$ cat src/rtl/car_hyper_cfg_seq_pkg.sv
// Default reg-bus types and sequencer state encoding for the HyperBus config sequencer.
// No logic, no latency.
// No backpressure: types only.
package car_hyper_cfg_seq_pkg;

   localparam int unsigned CfgAddrWidth = 48;
   localparam int unsigned CfgDataWidth = 32;
   localparam int unsigned CfgStrbWidth = CfgDataWidth / 8;

   // Default reg-bus request: the real Carfield types are passed in as type parameters.
   typedef struct packed {
      logic [CfgAddrWidth-1:0] addr;
      logic                    write;
      logic [CfgDataWidth-1:0] wdata;
      logic [CfgStrbWidth-1:0] wstrb;
      logic                    valid;
   } cfg_reg_req_t;

   // Default reg-bus response.
   typedef struct packed {
      logic [CfgDataWidth-1:0] rdata;
      logic                    error;
      logic                    ready;
   } cfg_reg_rsp_t;

   // Sequencer states: startup wait, table write, then pass-through with a result flag.
   typedef enum logic [1:0] {
      ST_WAIT  = 2'd0,
      ST_WRITE = 2'd1,
      ST_DONE  = 2'd2,
      ST_ERROR = 2'd3
   } seq_state_e;

   // The slave port is only connected through once the table has been handled.
   function automatic logic is_pass_thru(input seq_state_e st);
      return (st == ST_DONE) || (st == ST_ERROR);
   endfunction

endpackage

$ cat src/rtl/car_hyper_cfg_seq.sv
// Boot-time HyperBus register initialiser that owns the config port, then hands it to the external reg slave.
// Init writes issue back-to-back (one per cycle with ready=1); pass-through adds zero latency.
// Slave is held off (ready=0) until the table is done; each init write waits at most TimeoutCycles for ready.
module car_hyper_cfg_seq
   import car_hyper_cfg_seq_pkg::*;
#(
   parameter int unsigned AddrWidth     = 48,
   parameter int unsigned DataWidth     = 32,
   parameter int unsigned NumInit       = 4,
   parameter logic [NumInit-1:0][AddrWidth-1:0] InitAddr = '0,
   parameter logic [NumInit-1:0][DataWidth-1:0] InitData = '0,
   parameter int unsigned StartupCycles = 60000,
   parameter int unsigned TimeoutCycles = 1024,
   parameter type         reg_req_t     = cfg_reg_req_t,
   parameter type         reg_rsp_t     = cfg_reg_rsp_t,
   localparam int unsigned IdxW         = (NumInit > 1) ? $clog2(NumInit) : 1
) (
   input  logic            clk_i,
   input  logic            rst_ni,
   input  logic            reinit_i,
   input  reg_req_t        slv_req_i,
   output reg_rsp_t        slv_rsp_o,
   output reg_req_t        mst_req_o,
   input  reg_rsp_t        mst_rsp_i,
   output logic            busy_o,
   output logic            init_done_o,
   output logic            init_err_o,
   output logic [IdxW-1:0] err_idx_o
);

   localparam int unsigned WaitW = (StartupCycles > 0) ? $clog2(StartupCycles + 1) : 1;
   localparam int unsigned TmoW  = (TimeoutCycles > 0) ? $clog2(TimeoutCycles + 1) : 1;

   // Terminal counts; zero startup means the first WAIT cycle is already the last one.
   localparam logic [WaitW-1:0] WaitLast = WaitW'((StartupCycles == 0) ? 0 : StartupCycles - 1);
   localparam logic [TmoW-1:0]  TmoLast  = TmoW'((TimeoutCycles == 0) ? 0 : TimeoutCycles - 1);
   localparam logic [IdxW-1:0]  IdxLast  = IdxW'(NumInit - 1);

   seq_state_e       state_q, state_d;
   logic [WaitW-1:0] wait_cnt_q;
   logic [TmoW-1:0]  tmo_cnt_q;
   logic [IdxW-1:0]  idx_q;
   logic [IdxW-1:0]  err_idx_q;
   logic             reinit_pend_q;

   logic wait_last;
   logic tmo_last;
   logic idx_last;
   logic pass_thru;
   logic in_write;
   logic write_ok;
   logic write_fail;
   logic slv_quiet;
   logic reinit_take;

   assign wait_last  = (wait_cnt_q == WaitLast);
   assign tmo_last   = (tmo_cnt_q == TmoLast);
   assign idx_last   = (idx_q == IdxLast);
   assign pass_thru  = is_pass_thru(state_q);
   assign in_write   = (state_q == ST_WRITE);
   assign write_ok   = in_write && mst_rsp_i.ready && !mst_rsp_i.error;
   assign write_fail = in_write && ((mst_rsp_i.ready && mst_rsp_i.error) ||
                                    (!mst_rsp_i.ready && tmo_last));

   // A restart must never cut an in-flight slave transfer: only when idle or completing now.
   assign slv_quiet   = !slv_req_i.valid || mst_rsp_i.ready;
   assign reinit_take = pass_thru && (reinit_i || reinit_pend_q) && slv_quiet;

   // State register.
   always_ff @(posedge clk_i or negedge rst_ni) begin
      if (!rst_ni) begin
         state_q <= ST_WAIT;
      end else begin
         state_q <= state_d;
      end
   end

   // Next-state: startup wait, table walk, then park in DONE/ERROR until a restart is accepted.
   always_comb begin
      state_d = state_q;
      case (state_q)
         ST_WAIT: begin
            if (wait_last) state_d = ST_WRITE;
         end
         ST_WRITE: begin
            if (mst_rsp_i.ready) begin
               if (mst_rsp_i.error) state_d = ST_ERROR;
               else if (idx_last)   state_d = ST_DONE;
            end else if (tmo_last) begin
               state_d = ST_ERROR;
            end
         end
         ST_DONE, ST_ERROR: begin
            if (reinit_take) state_d = ST_WRITE;
         end
         default: state_d = ST_WAIT;
      endcase
   end

   // Outputs: drive the current table entry while writing, otherwise wire the slave straight through.
   always_comb begin
      mst_req_o   = '0;
      slv_rsp_o   = '0;
      busy_o      = !pass_thru;
      init_done_o = (state_q == ST_DONE);
      init_err_o  = (state_q == ST_ERROR);
      err_idx_o   = err_idx_q;
      case (state_q)
         ST_WRITE: begin
            mst_req_o.valid = 1'b1;
            mst_req_o.write = 1'b1;
            mst_req_o.addr  = InitAddr[idx_q];
            mst_req_o.wdata = InitData[idx_q];
            mst_req_o.wstrb = '1;
         end
         ST_DONE, ST_ERROR: begin
            mst_req_o = slv_req_i;
            slv_rsp_o = mst_rsp_i;
         end
         default: ;
      endcase
   end

   // Counters, table index, failing index and the latched restart request.
   always_ff @(posedge clk_i or negedge rst_ni) begin
      if (!rst_ni) begin
         wait_cnt_q    <= '0;
         tmo_cnt_q     <= '0;
         idx_q         <= '0;
         err_idx_q     <= '0;
         reinit_pend_q <= 1'b0;
      end else begin
         if ((state_q == ST_WAIT) && !wait_last) begin
            wait_cnt_q <= wait_cnt_q + 1'b1;
         end

         // Per-write stall budget restarts on every handshake and outside WRITE.
         if (in_write && !mst_rsp_i.ready && !tmo_last) begin
            tmo_cnt_q <= tmo_cnt_q + 1'b1;
         end else begin
            tmo_cnt_q <= '0;
         end

         if (reinit_take) begin
            idx_q <= '0;
         end else if (write_ok && !idx_last) begin
            idx_q <= idx_q + 1'b1;
         end

         if (reinit_take) begin
            err_idx_q <= '0;
         end else if (write_fail) begin
            err_idx_q <= idx_q;
         end

         // Restarts requested while the sequence itself is running are dropped.
         reinit_pend_q <= pass_thru && !reinit_take && (reinit_i || reinit_pend_q);
      end
   end

endmodule

$ cat config.mk
export PLATFORM = sky130hd
export DESIGN_NAME = car_hyper_cfg_seq
export DESIGN_NICKNAME = d
export VERILOG_FILES = /design/src/rtl/car_hyper_cfg_seq_pkg.sv /design/src/rtl/car_hyper_cfg_seq.sv
export SDC_FILE = /design/constraint.sdc
export NUM_CORES = 1
export LEC_CHECK = 0
export ABC_AREA = 0
export ABC_CLOCK_PERIOD_IN_PS = 2400
export CORE_ASPECT_RATIO = 1.2
export CORE_MARGIN = 4
export CORE_UTILIZATION = 30
export CTS_CLUSTER_SIZE = 24
export DETAILED_ROUTE_END_ITERATION = 10
export PLACE_DENSITY = 0.93
export SYNTH_ARGS = -nofsm -noshare
export SYNTH_HDL_FRONTEND = slang
export SYNTH_SLANG_ARGS = --single-unit
$ cat constraint.sdc
create_clock -name clk_i -period 2.4 [get_ports clk_i]
set_input_delay 0.24 -clock clk_i [delete_from_list [all_inputs] [get_ports clk_i]]
set_output_delay 0.24 -clock clk_i [all_outputs]
set_load 0.01 [all_outputs]
Fig. 1: run 1, track usage over the die
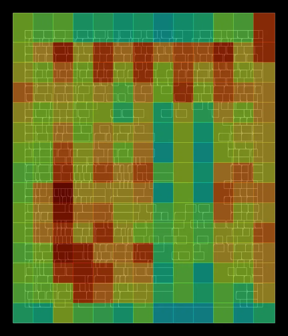
met3 usage: 0.0863
total track usage: 0.246
M1 GR Usage: 0.248
Core Util, Final: 0.651
busiest grt layer: met2

Fig. 2: run 1, sequential cells coloured by netlist name
Scale: 4 px per um.
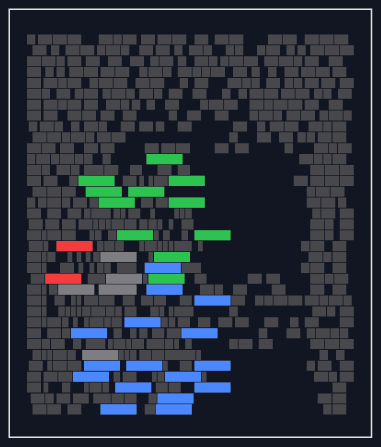
- red: err_idx_o (placed flops 2)
- blue: wait_cnt_q (placed flops 16; where south)
- green: tmo_cnt_q (placed flops 11; where centre)
- not coloured: 5
sequential group power: 0.000689 W
Storage cell area: 852 um^2
fraction of area in registers: 0.168

Fig. 3: run 1, gate families picked out
Scale: 4 px per um.
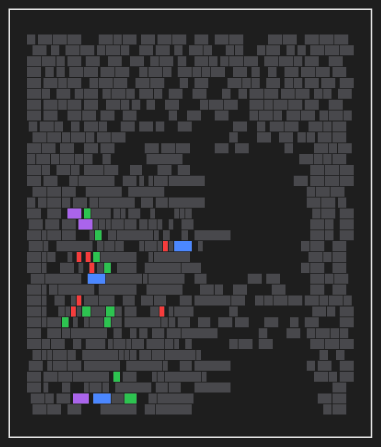
- green: inverting AOI/OAI gates (cells 10)
- purple: multiplexers (cells 3)
- blue: adder and majority cells (cells 3)
- red: inverters (cells 7; where west)
logic share of the area: 0.293
most instantiated logic cell after routing: clkdlybuf4s50_1
Non-Filler Instances: 630

Fig. 4: run 1, signal wires on met2
Scale: 2 px per um. Cells faint in the background.
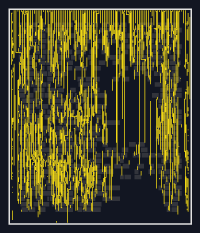
- wire length on this layer: 6650 um
- longest straight run: 77.0 um
routed wire length: 12300 um
met2 Use GR: 0.479

==> impl_metrics.tcl, run 1 <==
# yosys + openroad results
set metrics [dict create \
    rsz0062_at_grt "false" \
    path_class "reg -> out" \
    warnings 26 \
    endpoint_kind "output port" \
    combGateArea_um2 1490 \
    nNetsFinal 664 \
    r2r_cells 4 \
    die_y_um 107 \
    p_switching_w 0.00146 \
    pwr-share-clk 0.111 \
    r2r_start "state_q[0]" \
    crit_path_start_kind "register" \
    fp.coreArea_um2 7790 \
    clock-sinks 34 \
    fin_crit_ps 2220 \
    synth_seq_share 0.350 \
    crit_fanout 74 \
    regMostFlops "wait_cnt_q" \
    drive_above_1_share 0.0279 \
    clockBufferDepth 2 \
    worst_slack_ps 185 \
    rr_endpoint "wait_cnt_q[15]" \
    crit_path_end "init_done_o" \
    setup_viol 0 \
    cts_buffers 5 \
    top_layer_used "met5" \
    powerClk_w 0.000431 \
    cap_violations 0 \
    status "complete, no violations" \
    irDropWorstVdd_mv 0.701 \
    leakage_nw 2.09 \
    synth-edff-count 0 \
    relSlewSlack 0.630 \
    r2r_setup_slack_ps 460 \
    holdWs_ps 364 \
    critPathRequiredTime_ps 2160 \
    drtIter0Drc 77 \
    route.met3.wl_um 1160 \
    yosys_warnings 0 \
    wl_met1_um 4300 \
    combPwrFrac 0.711 \
    top_power_group "combinational logic" \
    syn_area_um2 2430 \
    finalClockSkew_ps 6.25 \
    area_growth_pct 109 \
    worst_slew_pin_slew_ps 551 \
    ys_async_sr_fraction 1.00 \
    first_pass_iters 4 \
    intPower_w 0.00243 \
    tns_ps 0 \
    total_power_w 0.00388 \
]
==> run 1: Yosys cell counts, types with 3 or more instances <==
master | n | area, um^2
nor3_1 | 6 | 30.0
and2_1 | 114 | 713
xor2_1 | 12 | 105
nand3_1 | 10 | 50.1
nand4_1 | 4 | 25.0
ha_1 | 3 | 37.5
nor4_1 | 3 | 18.8
clkbuf_1 | 15 | 56.3
nor2_1 | 20 | 75.1
o21ai_0 | 3 | 15.0
nand2_1 | 27 | 101
xnor2_1 | 9 | 78.8
inv_1 | 7 | 26.3
a21oi_1 | 3 | 15.0
dfrtp_1 | 34 | 851
==> run 1: repair_timing <==
item | in CTS | in global routing
setup endpoints to repair | 0 | 2
hold endpoints to repair | 0 | 0
gates resized | 0 | 1
==> run 1: worst min path at each step <==
stage                                to  cells after the start
after floorplan            err_idx_o[0]                      0
after global placement     tmo_cnt_q[0]                      1
after detailed placement   tmo_cnt_q[0]                      1
after CTS                 wait_cnt_q[2]                      2
after global routing      wait_cnt_q[2]                      2
final                     wait_cnt_q[2]                      2
==> run 1: through the flow <==
stage                     cells   util
final                       630  0.651
after global routing        630  0.651
after CTS                   630  0.650
after detailed placement    623  0.639
after global placement      623  0.639
after floorplan             296      -
==> run 1: cells by family after synthesis <==
| logic type | synth area share |
|---|---|
| simple gates | 0.480 |
| flops | 0.350 |
| buf+inv | 0.0386 |
| xor+xnor | 0.0756 |
| compound gates | 0.0273 |
| mux | 0.0129 |
| fa+ha+maj | 0.0154 |
==> run 1: cell type report <==
cell class                 instances  area share
multi-input combinational        239       0.293
inverter                           7     0.00518
clock buffer                       7      0.0170
sequential                        34       0.168
timing repair buffer             251       0.494
tap                               92      0.0227
==> run 1: critical path, stage by stage (launching register included) <==
cell and delay (ps):
dfrtp_2 430, buf_6 340, inv_1 170, nor2_1 170
clkdlybuf4s50_1 570
Fig. 5: run 1, a small window of the routed layout
Window x 25 to 65, y 55 to 95 um. Cells in grey, sequential cells in the stronger grey; small squares are vias.
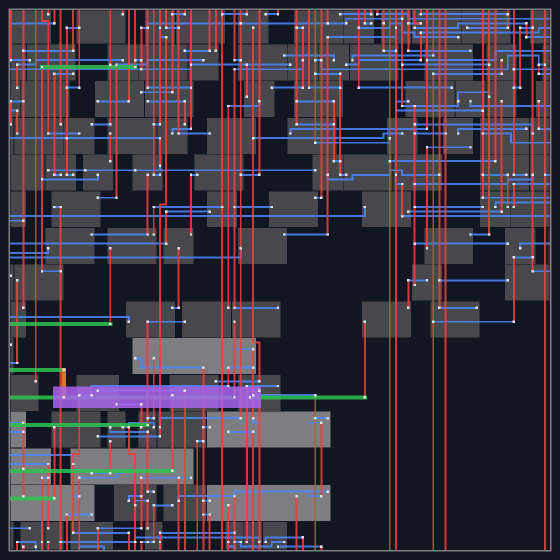

## Run 2: what changed since run 1
--- a/config.mk
+++ b/config.mk
@@ -13,6 +13,7 @@
 export CTS_CLUSTER_SIZE = 24
 export DETAILED_ROUTE_END_ITERATION = 10
 export PLACE_DENSITY = 0.93
+export SETUP_SLACK_MARGIN = 0.15
 export SYNTH_ARGS = -nofsm -noshare
 export SYNTH_HDL_FRONTEND = slang
 export SYNTH_SLANG_ARGS = --single-unit
Fig. 6: run 2, a small window of the routed layout
Window x 25 to 65, y 55 to 95 um. Cells in grey, sequential cells in the stronger grey; small squares are vias.
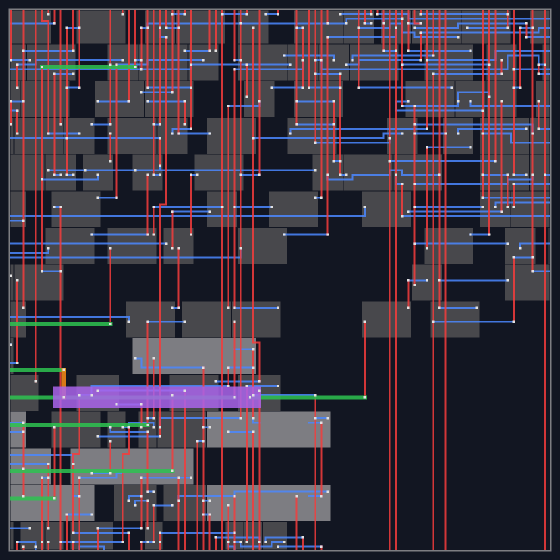
- blue: met1
- purple: met5
- orange: met4
- green: met3
- red: met2
- sequential cells in the window: 5
- netlist names of flops here include: tmo_cnt_q (5)
- most frequent: clkdlybuf4s50_1 (45), and2_1 (26)
- cells with their middle in the window: 89

==> run 2 against run 1 <==
Die size unchanged; power increased by 0.42%; utilization grew 0.11 points; highest routed layer unchanged; via count grew 0.23%; count of clock-buffer cells in the layout did not move; maximum frequency rose by 2.7%; worst setup slack better by 58 ps; flip-flop count unchanged; hold slack improved by 0.92 ps; largest power group unchanged.
==> impl_metrics.tcl, run 2 <==
# yosys + openroad results
set metrics [dict create \
    combPwrFrac 0.712 \
    startpoint "state_q[1]" \
    endpoint_kind "output port" \
    largest_reg_flops 16 \
    total_power_w 0.00390 \
    nNetsFinal 664 \
    ys_top_cells_by_count "and2_1 (114), dfrtp_1 (34), nand2_1 (27)" \
    p_switching_w 0.00145 \
    irDropWorstVdd_mv 0.760 \
    die_y_um 107 \
    clockBufferDepth 2 \
    tns_ps 0 \
    crit_path_start_kind "register" \
    drtIter0Drc 76 \
    relSlewSlack 0.633 \
    wl_um 12300 \
    post-route-util 0.652 \
    synth_area_per_cell_um2 8.22 \
    powerComb_w 0.00278 \
    cap_violations 0 \
    first_pass_iters 4 \
    regMostFlops "wait_cnt_q" \
    holdWs_ps 365 \
    synth_top_cell_by_area "dfrtp_1" \
    io_pins 248 \
    syn_area_um2 2430 \
    synthTopCellsByArea "dfrtp_1 (35%), and2_1 (29%), xor2_1 (4.3%)" \
    drc 0 \
    cts_buffers 5 \
    clock-sinks 34 \
    powerClk_w 0.000431 \
    r2r_setup_slack_ps 460 \
    setup_viol 0 \
    crit_fanout 51 \
    leakage_nw 2.09 \
    crit_path_end "mst_req_o[29]" \
    grt_usage 0.248 \
    critPathRequiredTime_ps 2160 \
    lay_top_cells "clkdlybuf4s50_1 (247), and2_1 (114), dfrtp_1 (33)" \
    yosys_warnings 0 \
    area_growth_pct 109 \
    status "complete, no violations" \
    ys_async_sr_fraction 1.00 \
    synth_top_area_share 0.350 \
    r2r_cells 4 \
    fp.coreArea_um2 7790 \
    pwr-share-clk 0.111 \
    rr_endpoint "wait_cnt_q[15]" \
    synth.most_common_cell "and2_1" \
    warnings 26 \
    intPower_w 0.00244 \
    finalClockSkew_ps 5.90 \
    synth-edff-count 0 \
    synth_seq_share 0.350 \
    powerSeq_w 0.000692 \
    rsz0062_at_grt "false" \
    ff_type "dfrtp_1" \
    final_common_cell "clkdlybuf4s50_1" \
    fin_crit_ps 2160 \
    top_power_group "combinational logic" \
]
-- run 2: cell counts in the layout (fill, tap and decap cells not counted) --
Identical to the previous run, type by type.
-- run 2: cell families after synthesis --
kind of cell               Yosys count  synth area share
xor gates and xnor gates            21            0.0756
and+or+nand+nor                    201             0.480
buffers and inverters               23            0.0386
DFF                                 34             0.350
AOI/OAI and AO/OA                   11            0.0273
muxes                                3            0.0129
adders and majority gates            3            0.0154
-- run 2: worst min path at each step --
stage,from,to,slack [ps],cells after the start
final,rst_ni,wait_cnt_q[2],360,2
after global routing,rst_ni,wait_cnt_q[2],420,2
after CTS,rst_ni,wait_cnt_q[2],380,2
after detailed placement,tmo_cnt_q[0],tmo_cnt_q[0],450,1
after global placement,tmo_cnt_q[0],tmo_cnt_q[0],450,1
after floorplan,rst_ni,err_idx_o[0],-60,0
-- run 2: layout make-up --
class / instances / area (um^2)
repair buffers: 251 / 2510
multi-input cells: 239 / 1490
flip-flops and latches: 34 / 852
clock buffers: 7 / 86.3
inverters: 7 / 26.3
fillers: 618 / 2710
well taps: 92 / 115
-- run 2: critical path, stage by stage (launching register included) --
cell and delay [ps]:
dfrtp_2 440, buf_4 380, and2_1 190, clkdlybuf4s50_1 610
-- run 2: metrics by stage --
step,area [um^2],setup WS (ps),cells
floorplan,2430,633,296
global placement,4980,467,623
detailed placement,4980,406,623
CTS,5070,206,630
global route,5080,154,630
finish,5080,242,630
-- run 2: routing by layer --
layer  routed length (um)  global-route usage
met5                   13                   0
met3                 1180              0.0863
met2                 6660               0.485
met1                 4230               0.248
met4                  197              0.0635
-- run 2: what timing repair did --
item | CTS | global route
endpoints found under the setup margin | 2 | 2
gates resized | 1 | 3
hold buffers | 0 | 0
## Run 3: what changed since run 2
--- a/config.mk
+++ b/config.mk
@@ -17,3 +17,4 @@
 export SYNTH_ARGS = -nofsm -noshare
 export SYNTH_HDL_FRONTEND = slang
 export SYNTH_SLANG_ARGS = --single-unit
+export TNS_END_PERCENT = 10
Fig. 7: run 3, track usage over the die
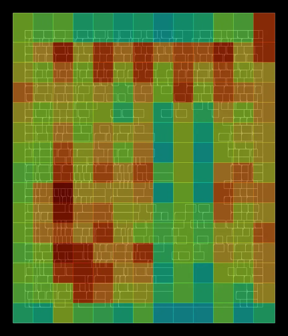
Core Util, Final: 0.652
total track usage: 0.248
Avg WL per Cell: 19.5 um
met2 Use GR: 0.485

==> run 3 against run 2 <==
Synthesized cell count is the same; wire length is the same; register-to-register slack hardly changed; utilization did not move; area after synthesis did not move; worst setup slack unchanged; count of clock-buffer cells in the layout stayed put; power stayed put; global-route usage is the same; clock power is essentially flat; critical path type unchanged; largest power group unchanged.
==> impl_metrics.tcl, run 3 <==
# yosys + openroad results
set metrics [dict create \
    status "complete, no violations" \
    cts_resized 1 \
    rsz0062_at_grt "false" \
    tns_ps 0 \
    final_common_cell "clkdlybuf4s50_1" \
    synth.most_common_cell "and2_1" \
    ys_sh_xor 0.0756 \
    synthAoiAreaFrac 0.0273 \
    cts_buffers 5 \
    synth_area_per_cell_um2 8.22 \
    top_logic_kind "simple AND/OR/NAND/NOR gates" \
    pwr-share-clk 0.111 \
    crit_fanout 51 \
    route.met3.wl_um 1180 \
    synth_top_cell_by_area "dfrtp_1" \
    die_y_um 107 \
    ff_type "dfrtp_1" \
    combPwrFrac 0.712 \
    startpoint "state_q[1]" \
    synthAdderAreaFrac 0.0154 \
    n_fill_cell 618 \
    lay_top_cells "clkdlybuf4s50_1 (247), and2_1 (114), dfrtp_1 (33)" \
    clock-sinks 34 \
    wl_um 12300 \
    critPathRequiredTime_ps 2160 \
    cap_violations 0 \
    fp.coreArea_um2 7790 \
    irDropWorstVdd_mv 0.760 \
    yosys_warnings 0 \
    synthTopCellsByArea "dfrtp_1 (35%), and2_1 (29%), xor2_1 (4.3%)" \
    synth_top_area_share 0.350 \
    setup_viol 0 \
    regMostFlops "wait_cnt_q" \
    leakage_nw 2.09 \
    synth-edff-count 0 \
    wl_met2_um 6660 \
    first_pass_iters 4 \
    finalClockSkew_ps 5.90 \
    clockBufferDepth 2 \
    crit_path_start_kind "register" \
    ys_sh_simple 0.480 \
    largest_reg_flops 16 \
    use_met3 0.0863 \
    hold_buffers 0 \
    top_layer_used "met5" \
    intPower_w 0.00244 \
    holdWs_ps 365 \
    io_pins 248 \
    dp_cells 623 \
    endpoint_kind "output port" \
    grt.busiest_layer "met2" \
]
==> run 3: per-stage QoR <==
step	power (W)	setup WS (ps)	util	cell area [um^2]
floorplan	0.00179	633	-	2430
global placement	0.00342	467	0.639	4980
detailed placement	0.00346	406	0.639	4980
CTS	0.00391	206	0.651	5070
global route	0.00413	154	0.652	5080
finish	0.00390	242	0.652	5080
==> run 3: kinds of logic (layout without fill, tap and decap cells) <==
logic type	count (synthesis)	after routing
and+or+nand+nor	201	201
adders and majority gates	3	3
muxes	3	3
buffers and inverters	23	265
xor gates and xnor gates	21	21
DFF	34	34
AOI/OAI and AO/OA	11	11
==> run 3: final cells by class <==
| class | instances | area, um^2 | area share |
|---|---|---|---|
| repair buffers | 251 | 2510 | 0.495 |
| clock buffers | 7 | 86.3 | 0.0170 |
| multi-input cells | 239 | 1490 | 0.293 |
| well taps | 92 | 115 | 0.0226 |
| inverters | 7 | 26.3 | 0.00517 |
| flip-flops and latches | 34 | 852 | 0.168 |
==> run 3: worst paths after layout <==
kind	to	slack [ps]	depth (start not counted)
setup / recovery	mst_req_o[29]	240	3
hold / removal	wait_cnt_q[2]	360	2
setup reg to reg	wait_cnt_q[15]	460	4
hold reg to reg	tmo_cnt_q[0]	460	1
max in group asynchronous	state_q[1]	1700	2
min in group clk_i	tmo_cnt_q[0]	460	1
==> run 3: power groups by stage <==
stage          clock network [W]  logic, W  registers [W]
5_1_grt                 0.000459   0.00298       0.000697
2_1_floorplan                  0   0.00111       0.000680
6_report                0.000431   0.00278       0.000692
3_3_place_gp                   0   0.00273       0.000691
4_1_cts                 0.000431   0.00279       0.000687
3_5_place_dp                   0   0.00277       0.000694
==> run 3: critical path: stages, from the launching register on <==
cell             delay, ps
dfrtp_2                440
buf_4                  380
and2_1                 190
clkdlybuf4s50_1        610
Power and IR drop assume default switching activity.
